$ cat src/rtl/lfsr_pkg.sv
// Shared constants, state encoding and the LFSR shift function for the
// random-draw arbiter and its LFSR core.
package lfsr_pkg;

   localparam int                 LFSR_W     = 8;
   localparam logic [LFSR_W-1:0]  LFSR_RESET = 8'h01;
   // Feedback taps: bits 4, 3, 2 and 0
   localparam logic [LFSR_W-1:0]  LFSR_TAPS  = 8'b0001_1101;

   typedef enum logic [1:0] {
      IDLE    = 2'd0,
      STEP    = 2'd1,
      DELIVER = 2'd2
   } state_t;

   // One right shift; the tap parity enters at the MSB
   function automatic logic [LFSR_W-1:0] lfsr_shift(input logic [LFSR_W-1:0] v);
      return {^(v & LFSR_TAPS), v[LFSR_W-1:1]};
   endfunction

endpackage

$ cat src/rtl/lfsr8_core.sv
// 8-bit LFSR register with seed load and zero lock-up guard.
// A load takes priority over a step in the same cycle.
module lfsr8_core
   import lfsr_pkg::*;
(
   input  logic              i_clk,
   input  logic              i_rst,
   input  logic              i_load,
   input  logic [LFSR_W-1:0] i_load_val,
   input  logic              i_step,
   output logic [LFSR_W-1:0] o_q
);

   logic [LFSR_W-1:0] r_q;

   // LFSR register: reset, guarded seed load, or one shift
   always_ff @(posedge i_clk) begin
      if (i_rst) begin
         r_q <= LFSR_RESET;
      end else if (i_load) begin
         // all-zero is a lock-up state for this LFSR
         r_q <= (i_load_val == '0) ? LFSR_RESET : i_load_val;
      end else if (i_step) begin
         r_q <= lfsr_shift(r_q);
      end
   end

   assign o_q = r_q;

endmodule

$ cat src/rtl/lfsr_draw_arbiter.sv
// Round-robin arbiter sharing one 8-bit LFSR between NUM_REQ requesters.
// Each grant advances the LFSR STEPS times and delivers the byte with the
// requester id. Optional build macro LFSR_FREERUN_EN: when defined the LFSR
// also shifts on every IDLE cycle without a seed load.
//
// state   | meaning
// IDLE    | wait for seed_load or a request; seed load has priority
// STEP    | shift LFSR once per cycle, STEPS cycles, winner latched
// DELIVER | one-cycle gnt/rnd_valid pulse, advance round-robin pointer
module lfsr_draw_arbiter
   import lfsr_pkg::*;
#(
   parameter int NUM_REQ = 4,
   parameter int STEPS   = 1,
   localparam int ID_W   = (NUM_REQ > 1) ? $clog2(NUM_REQ) : 1
) (
   input  logic               i_clk,
   input  logic               i_rst,
   input  logic [NUM_REQ-1:0] i_req,
   input  logic               i_seed_load,
   input  logic [7:0]         i_seed,
   output logic [NUM_REQ-1:0] o_gnt,
   output logic               o_rnd_valid,
   output logic [7:0]         o_rnd_data,
   output logic [ID_W-1:0]    o_rnd_id,
   output logic               o_busy
);

   localparam logic [1:0]         S_IDLE    = IDLE;
   localparam logic [1:0]         S_STEP    = STEP;
   localparam logic [1:0]         S_DELIVER = DELIVER;
   localparam logic [3:0]         STEP_LAST = 4'(STEPS - 1);
   localparam logic [ID_W:0]      NUM_REQ_W = (ID_W + 1)'(NUM_REQ);
   localparam logic [ID_W-1:0]    ID_LAST   = ID_W'(NUM_REQ - 1);
   localparam logic [NUM_REQ-1:0] GNT_ONE   = NUM_REQ'(1);

   logic [1:0]           r_state;
   logic [ID_W-1:0]      r_rr_ptr;
   logic [ID_W-1:0]      r_winner;
   logic [3:0]           r_step_cnt;
   logic [NUM_REQ-1:0]   r_gnt;
   logic                 r_rnd_valid;
   logic [7:0]           r_rnd_data;
   logic [ID_W-1:0]      r_rnd_id;
   logic                 r_busy;

   logic [LFSR_W-1:0]    w_lfsr;
   logic                 w_lfsr_load;
   logic                 w_lfsr_step;
   logic [2*NUM_REQ-1:0] w_req_rot_full;
   logic [NUM_REQ-1:0]   w_req_rot;
   logic                 w_win_found;
   logic [ID_W-1:0]      w_win_off;
   logic [ID_W:0]        w_win_sum;
   logic [ID_W-1:0]      w_win_idx;

   assign w_lfsr_load = (r_state == S_IDLE) && i_seed_load;
`ifdef LFSR_FREERUN_EN
   assign w_lfsr_step = (r_state == S_STEP) || ((r_state == S_IDLE) && !i_seed_load);
`else
   assign w_lfsr_step = (r_state == S_STEP);
`endif

   lfsr8_core u_lfsr (
      .i_clk      (i_clk),
      .i_rst      (i_rst),
      .i_load     (w_lfsr_load),
      .i_load_val (i_seed),
      .i_step     (w_lfsr_step),
      .o_q        (w_lfsr)
   );

   // Rotate requests so that bit 0 corresponds to the round-robin pointer
   assign w_req_rot_full = {i_req, i_req} >> r_rr_ptr;
   assign w_req_rot      = w_req_rot_full[NUM_REQ-1:0];

   // First asserted request at or after the pointer, with wrap
   always_comb begin
      w_win_found = 1'b0;
      w_win_off   = '0;
      for (int i = 0; i < NUM_REQ; i++) begin
         if (!w_win_found && w_req_rot[i]) begin
            w_win_found = 1'b1;
            w_win_off   = ID_W'(i);
         end
      end
      w_win_sum = {1'b0, r_rr_ptr} + {1'b0, w_win_off};
      w_win_idx = (w_win_sum >= NUM_REQ_W) ? ID_W'(w_win_sum - NUM_REQ_W)
                                           : ID_W'(w_win_sum);
   end

   // FSM, round-robin pointer and registered outputs
   always_ff @(posedge i_clk) begin
      if (i_rst) begin
         r_state     <= S_IDLE;
         r_rr_ptr    <= '0;
         r_winner    <= '0;
         r_step_cnt  <= '0;
         r_gnt       <= '0;
         r_rnd_valid <= 1'b0;
         r_rnd_data  <= 8'h00;
         r_rnd_id    <= '0;
         r_busy      <= 1'b0;
      end else begin
         r_gnt       <= '0;
         r_rnd_valid <= 1'b0;
         case (r_state)
            S_IDLE: begin
               // a seed load in the same cycle defers arbitration
               if (!i_seed_load && w_win_found) begin
                  r_winner   <= w_win_idx;
                  r_step_cnt <= '0;
                  r_state    <= S_STEP;
                  r_busy     <= 1'b1;
               end
            end
            S_STEP: begin
               r_step_cnt <= r_step_cnt + 4'd1;
               if (r_step_cnt == STEP_LAST) begin
                  // outputs are loaded here so they are valid during DELIVER;
                  // the LFSR performs its last shift on this same edge
                  r_state     <= S_DELIVER;
                  r_gnt       <= GNT_ONE << r_winner;
                  r_rnd_valid <= 1'b1;
                  r_rnd_data  <= lfsr_shift(w_lfsr);
                  r_rnd_id    <= r_winner;
               end
            end
            S_DELIVER: begin
               r_rr_ptr <= (r_winner == ID_LAST) ? '0 : r_winner + 1'b1;
               r_state  <= S_IDLE;
               r_busy   <= 1'b0;
            end
            default: begin
               r_state <= S_IDLE;
               r_busy  <= 1'b0;
            end
         endcase
      end
   end

   assign o_gnt       = r_gnt;
   assign o_rnd_valid = r_rnd_valid;
   assign o_rnd_data  = r_rnd_data;
   assign o_rnd_id    = r_rnd_id;
   assign o_busy      = r_busy;

endmodule
$ cat config.mk
export PLATFORM = sky130hd
export DESIGN_NAME = lfsr_draw_arbiter
export DESIGN_NICKNAME = d
export VERILOG_FILES = /design/src/rtl/lfsr_pkg.sv /design/src/rtl/lfsr8_core.sv /design/src/rtl/lfsr_draw_arbiter.sv
export SDC_FILE = /design/constraint.sdc
export NUM_CORES = 1
export LEC_CHECK = 0
export ABC_AREA = 1
export CORE_UTILIZATION = 44
export CTS_BUF_LIST = sky130_fd_sc_hd__clkbuf_8 sky130_fd_sc_hd__clkbuf_16
export CTS_CLUSTER_SIZE = 28
export DETAILED_ROUTE_END_ITERATION = 16
export HOLD_SLACK_MARGIN = 0.08
export PLACE_DENSITY = 0.7
export SLEW_MARGIN = 10
export SYNTH_ARGS = -nofsm -noshare
export SYNTH_HDL_FRONTEND = slang
export SYNTH_SLANG_ARGS = --single-unit
$ cat constraint.sdc
create_clock -name i_clk -period 1.8 [get_ports i_clk]
set_input_delay 0.45 -clock i_clk [delete_from_list [all_inputs] [get_ports i_clk]]
set_output_delay 0.45 -clock i_clk [all_outputs]
set_load 0.05 [all_outputs]
==> run_1/clk_routes.png <==
Drawn at 10 px/um.
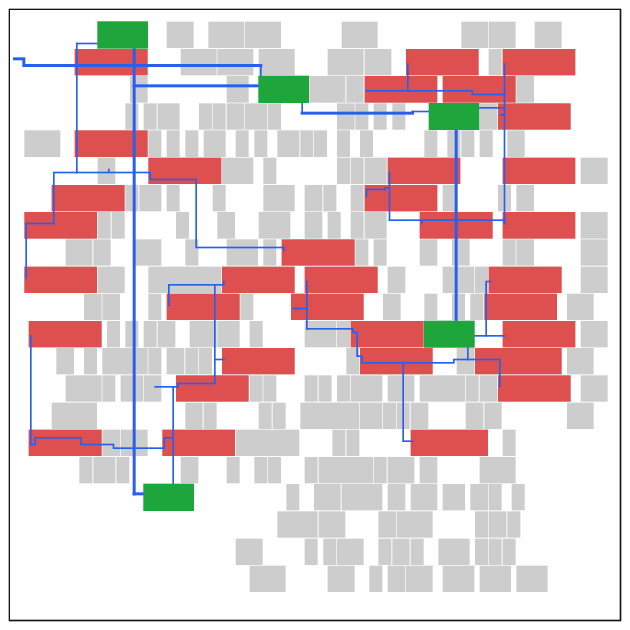
legend:
  clock drivers:
    color: green
    count: 5
  clock wires:
    color: blue
    length: 378 um
  flip-flops:
    color: red
    count: 34
routed clock nets: 6

==> run_1/power_grid.png <==
Drawn at 8 px/um. Pins as bars on the die edge.
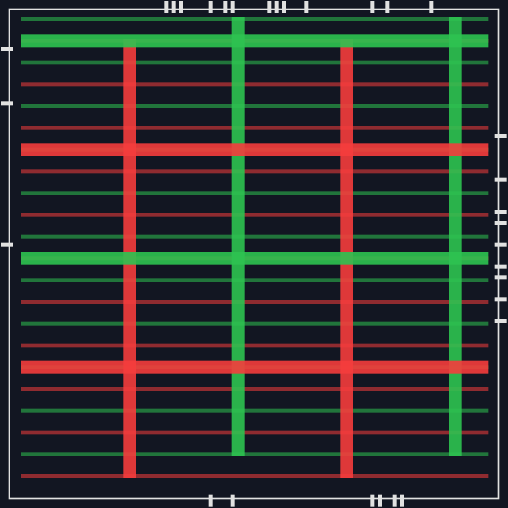
legend:
  VDD:
    color: green
  VSS:
    color: red
met5 straps: 4
rows: 21
signal pins: 31
met1 rails: 22

==> ci_impl_report.md, run 1 <==
### Metrics collected by this job

| Metric | Value |
|---|---|
| CP Data Required Time | 2.03 ns |
| Buffer type at the clock tree root | sky130_fd_sc_hd__clkbuf_8 |
| Post-synthesis cell type with the largest combined area | sky130_fd_sc_hd__dfxtp_1 |
| Via count of the first global-routing pass | roughly 1200 |
| AND-OR/OR-AND Cells, Area Fraction | a little under an eighth |
| Type of origin of the critical path | flop |
| Clock buffers created by TritonCTS | 5 |
| Longest Clk Path Bufs | 2 |
| Status | complete, no violations |
| Path type of the worst setup path | reg2reg |
| Maximum vdd drop | approximately 0.35 mV |
| First-pass DRT Iterations | 4 |
| Top cells by area | sky130_fd_sc_hd__dfxtp_1 (44%), sky130_fd_sc_hd__nand2_1 (15%), sky130_fd_sc_hd__nand3_1 (5.9%) |
| Area share of xor/xnor cells in the synthesized design | between 2 and 2.5% |
| Synthesis warning total | 0 |
| Leading cell type by number of instances after synthesis | sky130_fd_sc_hd__nand2_1 |
| Number of port buffers | 30 |
| Power Dens Cells | around 860 nW/um2 |
| FP Core Util | a little under half |
| Top cell by count, worst path | sky130_fd_sc_hd__nand2_1 |
| CORE AREA | approximately 3300 um2 |
| Kind of cell adding the most delay to the critical path | buffers and inverters |
| Net count reported at finish | between 200 and 300 |
| Final HPWL from detailed placement | around 2300 um |
| Fraction of registers with async set/reset | 0% |
| Hold violation total from the final report | 0 |
| Worst hold path type | reg2reg |
| Final total power | 1.729 mW |
| Maximum number of pins on one net before global-route repair | 14 |
| WP data arrival | ~1.9 ns |
| Die Area | around 3700 um2 |
| Remaining global-route overflow | 0 |
| Total cells reported by yosys after synthesis | 205 |
| Hold slack final | between 0.4 and 0.5 ns |
| Final Max Slew Viols | 0 |
| Number of failing setup endpoints in the final timing report | 0 |
| Combinational family with the most area after synthesis | simple AND/OR/NAND/NOR gates |
| DRC errors left | 0 |
==> run_1/congestion.png <==
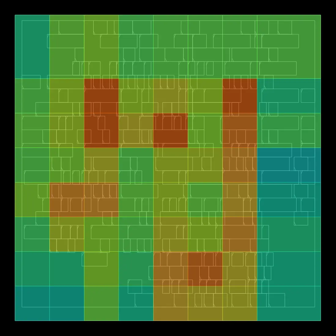
final core area utilization: 60.03%
M1 GR Usage: 26.76%

==> run_1/wires.png <==
Drawn at 10 px/um. Only two layers are drawn.
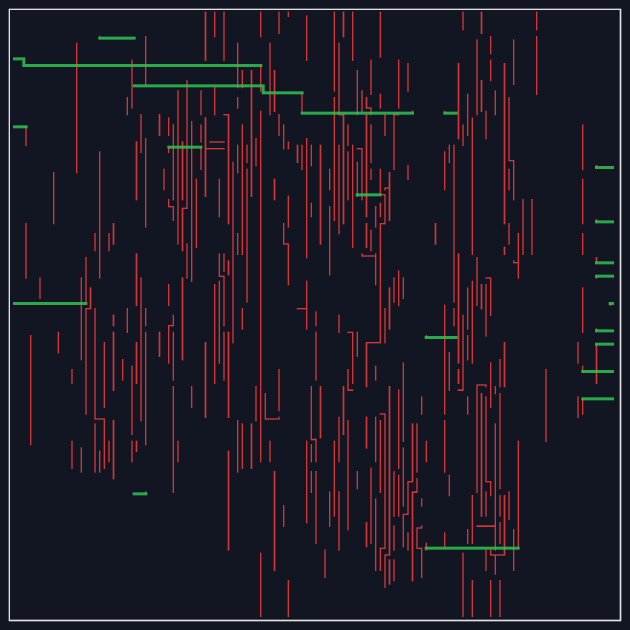
legend:
  metal 3:
    color: green
    wire_length: 101 um
  metal 2:
    color: red
    wire_length: 1490 um
GRT Overall Usage: 19.47%
DR vias: 1432
Total Wirelength: 3213 um

[run 1: routing by layer]
metal	vias to the layer above	wire (um)	track usage [%]
met5	-	0	0
met4	0	68	8.766
li1	743	-	-
met2	25	1486	28.41
met1	659	1557	26.76
met3	5	101	5.330
[run 1: cell usage in the layout, fill, tap and decap left out, drive strengths merged]
master         netlist  final
xor2                 2      2
clkbuf               2      5
nor3                 3      3
xnor2                2      2
a31oi                7      7
or2                  1      1
nor2                12     12
dlygate4sd2          0      4
nand2               66     66
inv                 23     23
o21ai                8      8
nand3               20     20
clkinv               0      2
a21oi               13     13
buf                  3     26
nand3b               1      1
ha                   4      4
o221ai               1      1
a21boi               1      1
dfxtp               34     34
nor4                 2      2
clkdlybuf4s50        0     10
[run 1: power breakdown]
| group | total, mW | switching [mW] | internal, mW |
|---|---|---|---|
| Sequential | 0.837 | 0.0380 | 0.799 |
| Combinational | 0.378 | 0.232 | 0.145 |
| Clock | 0.515 | 0.256 | 0.259 |
| Total | 1.73 | 0.527 | 1.20 |
[run 1: kinds of logic (layout without fill, tap and decap cells)]
group,count (synthesis),count (layout)
adders and majority gates,4,4
and+or+nand+nor,105,105
DFF,34,34
AOI/OAI and AO/OA,30,30
buffers and inverters,28,70
xor gates and xnor gates,4,4
[run 1: worst register-to-register path, delay by kind of cell, from the launching register on]
kind / cells / cell delay, ns
buffers and inverters: 5 / 0.58
and+or+nand+nor: 8 / 0.53
DFF: 1 / 0.38
AOI/OAI and AO/OA: 1 / 0.10
[run 1: layout make-up]
| type | instances | area (um2) | share of cell area (%) |
|---|---|---|---|
| Multi-Input combinational cell | 143 | 764.5 | 38.16 |
| Tap cell | 46 | 57.56 | 2.873 |
| Inverter | 23 | 86.33 | 4.310 |
| Timing Repair Buffer | 40 | 330.3 | 16.49 |
| Sequential cell | 34 | 685.7 | 34.23 |
| Clock inverter | 2 | 10.01 | 0.4997 |
| Clock buffer | 5 | 68.82 | 3.435 |
[run 1: sequential cells by signal (all words and copies together) (netlist names)]
name	count
o_rnd_data	8
u_lfsr.o_q	8
o_gnt	4
r_step_cnt	4
o_rnd_id	2
r_rr_ptr	2
r_state	2
r_winner	2
o_busy	1
o_rnd_valid	1
[run 1: stage by stage]
stage | setup TNS (ns) | instances | cell area [um2]
2_1_floorplan | 0 | 205 | 1530
3_3_place_gp | -0.6386 | 283 | 1878
3_5_place_dp | -0.7697 | 283 | 1878
4_1_cts | 0 | 293 | 1988
5_1_grt | -0.01324 | 293 | 2003
6_report | 0 | 293 | 2003
[run 1: repair_timing]
action,4_1_cts,5_1_grt
buffers inserted,3,0
endpoints found under the setup margin,1,1
gates resized,9,4
pin swaps,8,2
[run 1: final timing paths]
kind,start,endpoint,slack (ns),cells after the start
max,r_rr_ptr[0],r_winner[1],0.15,14
min,o_busy,o_busy,0.47,2
max reg2reg,r_rr_ptr[0],r_winner[1],0.15,14
min reg2reg,o_busy,o_busy,0.47,2
==> inputs of run 2 (changes only) <==
--- a/config.mk
+++ b/config.mk
@@ -6,13 +6,15 @@
 export NUM_CORES = 1
 export LEC_CHECK = 0
 export ABC_AREA = 1
+export CORE_ASPECT_RATIO = 1.25
 export CORE_UTILIZATION = 44
 export CTS_BUF_LIST = sky130_fd_sc_hd__clkbuf_8 sky130_fd_sc_hd__clkbuf_16
 export CTS_CLUSTER_SIZE = 28
 export DETAILED_ROUTE_END_ITERATION = 16
 export HOLD_SLACK_MARGIN = 0.08
-export PLACE_DENSITY = 0.7
+export PLACE_DENSITY = 0.69
 export SLEW_MARGIN = 10
 export SYNTH_ARGS = -nofsm -noshare
 export SYNTH_HDL_FRONTEND = slang
+export SYNTH_HIERARCHICAL = 1
 export SYNTH_SLANG_ARGS = --single-unit
==> run_2/power_grid.png <==
Drawn at 6 px/um. Pins as bars on the die edge.
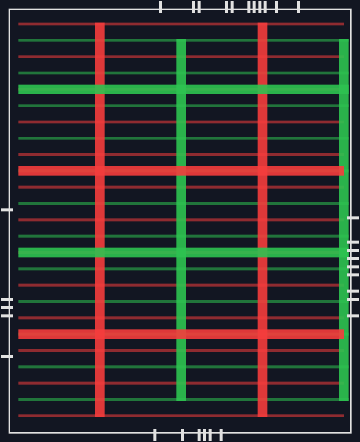
legend:
  VSS:
    color: red
  VDD:
    color: green
met4 straps: 4
signal pins: 31
die boundary height: 70.34 um
maximum vdd drop: 0.4309 mV
CORE AREA: 3543 um2
width of the die: 56.68 um

==> run_2/cell_density.png <==
Drawn at 4 px/um. The die is cut into 6 by 7 equal tiles; white is low, dark blue is high, 0 to 100% covered.
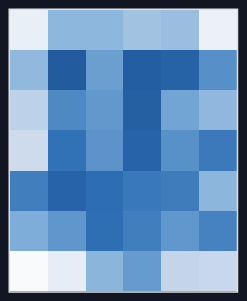
emptiest ninth of the die: south-west
mean over tiles: 53%
tiles over 75% full: 17%
densest ninth of the die: center
fullest tile: 82%
final core area utilization: 60.81%
FP Core Util: 46.40%

==> run 2 against run 1 <==
The run now ends with design-rule violations left. Area after synthesis increased by 7.4%. First-iteration DRC count down 39%. Routed wire length rose by 10%. Non-clock buffer count grew 1. Synthesized cell count up 14%. Global-route usage up 0.26 points. Power rose by 19%.
==> ci_impl_report.md, run 2 <==
### Metrics collected by this job

| Metric | Value |
|---|---|
| Synthesis warning total | 6 (+6) |
| AND-OR/OR-AND Cells, Area Fraction | 13.47% (+2.2 points) |
| Start point of the worst hold path | o_busy |
| GRT Overall Usage | 19.73% (+0.26 points) |
| WP data arrival | 1.86 ns (-0.02 ns) |
| Maximum number of pins on one net before global-route repair | 17 (+3) |
| Reg2Reg Setup Slack | 0.17 ns (+0.02 ns) |
| Final Max Slew Viols | 0 (unchanged) |
| Power dissipated by switching net loads | 0.6482 mW (+23%) |
| Remaining global-route overflow | 0 (unchanged) |
| Most common cell after layout, fill and taps aside | sky130_fd_sc_hd__nand2_1 |
| Most common logic cells in the final layout | sky130_fd_sc_hd__nand2_1 (52), sky130_fd_sc_hd__nor2_1 (35), sky130_fd_sc_hd__dfxtp_1 (34), sky130_fd_sc_hd__buf_4 (27), sky130_fd_sc_hd__inv_1 (26) |
| Buffer type at the clock tree root | sky130_fd_sc_hd__clkbuf_8 |
| DRC errors left | 4 (+4) |
| Finished Layout Cells | 319 (+8.9%) |
| # placed instances | 311 (+9.9%) |
| Failing checks | design-rule violations |
| Status | finished with violations |
| Final HPWL from detailed placement | 2719 um (+16%) |
| Final setup TNS | 0 ns (unchanged) |
| Combinational family with the most area after synthesis | simple AND/OR/NAND/NOR gates |
| Hold slack final | 0.4646 ns (-0.002976 ns) |
| First-pass DRT Iterations | 10 (+6) |
| Type of origin of the critical path | primary input |
| Clock group share of total power | 34.0% (+4.2 points) |
| Worst reg-to-reg path cell count | 9 (-5) |
| Leading cell type by number of instances after synthesis | sky130_fd_sc_hd__nand2_1 |
| Clock buffers created by TritonCTS | 5 (unchanged) |
| Post-place instance area | 2016 um2 (+7.3%) |
| Sw frac | 31.39% (+0.95 points) |
| Sequential group share of total power | 41.8% (-6.6 points) |
| Die Area | 3987 um2 (+7.2%) |
| End of the worst register-to-register path | r_winner[1] |
| Total cells reported by yosys after synthesis | 234 (+14%) |
| Net count reported at finish | 298 (+12%) |
| Area share of xor/xnor cells in the synthesized design | 2.131% (-0.16 points) |
| Number of failing setup endpoints in the final timing report | 0 (unchanged) |
| Hold violation total from the final report | 0 (unchanged) |
| Post-synthesis cell type with the largest combined area | sky130_fd_sc_hd__dfxtp_1 |
| Via count of the first global-routing pass | 1487 (+27%) |
| Number of port buffers | 30 (unchanged) |
| Finished layout cell area | 2155 um2 (+7.6%) |
| DR vias | 1553 (+8.4%) |
| First element of the critical path | i_req[2] |
| Longest Clk Path Bufs | 2 (unchanged) |
| Combinational Power Share | 24.2% (+2.4 points) |
==> run_2/clk_routes.png <==
Drawn at 8 px/um.
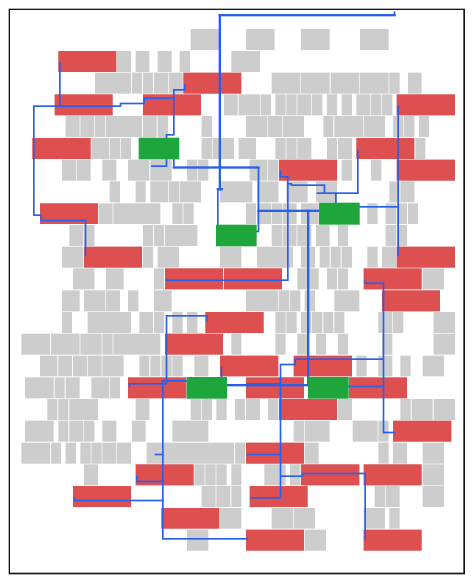
legend:
  flip-flops:
    color: red
    count: 34
  clock drivers:
    color: green
    count: 5
  clock wires:
    color: blue
    length: 426 um
routed clock nets: 6
Clock Power: 0.702 mW
clk_skew: 0.006866 ns

run 2: power by group through the flow:
stage                     Combinational (mW)  Sequential, mW  Clock (mW)
after floorplan                        0.245           0.962           0
after global routing                   0.554           0.873       0.746
after detailed placement               0.496           0.880           0
after CTS                              0.498           0.863       0.719
final                                  0.499           0.864       0.702
after global placement                 0.492           0.880           0
run 2: worst max-delay path, cell delays in order:
cell                              delay (ns)
sky130_fd_sc_hd__clkdlybuf4s50_1        0.49
sky130_fd_sc_hd__nand2_1                0.08
sky130_fd_sc_hd__nand3_1                0.07
sky130_fd_sc_hd__nand2_1                0.07
sky130_fd_sc_hd__a21boi_1               0.13
sky130_fd_sc_hd__ha_2                   0.18
sky130_fd_sc_hd__xnor2_2                0.13
sky130_fd_sc_hd__nand2_1                0.08
sky130_fd_sc_hd__nand2_1                0.05
sky130_fd_sc_hd__nor2_1                 0.08
sky130_fd_sc_hd__nor2_1                 0.04
run 2: cells by family after synthesis:
| kind of cell | after synthesis |
|---|---|
| adder cells (fa/ha/maj) | 4 |
| AND/OR/NAND/NOR | 120 |
| flip-flops | 34 |
| buffers and inverters | 34 |
| AND-OR/OR-AND | 38 |
| XOR/XNOR | 4 |
run 2: how the worst max path moves through the flow:
stage,to,slack (ns),depth (start not counted)
floorplan,r_winner[1],0.29,11
global placement,r_winner[1],-0.17,11
detailed placement,r_winner[1],-0.22,10
CTS,r_winner[1],0.1,10
global route,r_winner[1],0.009,12
finish,r_winner[1],0.12,11
run 2: timing repair:
action,CTS,global route
buffers inserted,0,0
endpoints found under the setup margin,0,1
gates resized,0,7
run 2: stage by stage:
stage | total power [mW] | worst slack (ns)
final | 2.065 | 0.1237
after global routing | 2.173 | 0.008825
after CTS | 2.080 | 0.09707
after detailed placement | 1.376 | -0.2155
after global placement | 1.372 | -0.1711
after floorplan | 1.207 | 0.2923
run 2: final cells by class:
class,count,area [um2]
fill,335,1389
multi-input combinational,166,847.1
sequential,34,680.7
timing repair buffer,41,342.8
inverter,31,121.4
clock buffer,5,68.82
tap,39,48.80
clock inverter,3,45.04
run 2: routing by layer:
layer  share of wire [%]  up-vias  GRT usage (%)  routed length [um]
met2                  51       26          35.45                1807
met3                 2.7        4          4.444                  97
met5                   0        -              0                   0
met4                 1.2        0          6.389                  43
met1                  45      687          22.65                1598
li1                    -      836              -                   -
No activity file was given, so power comes from the tool's default toggle rates.
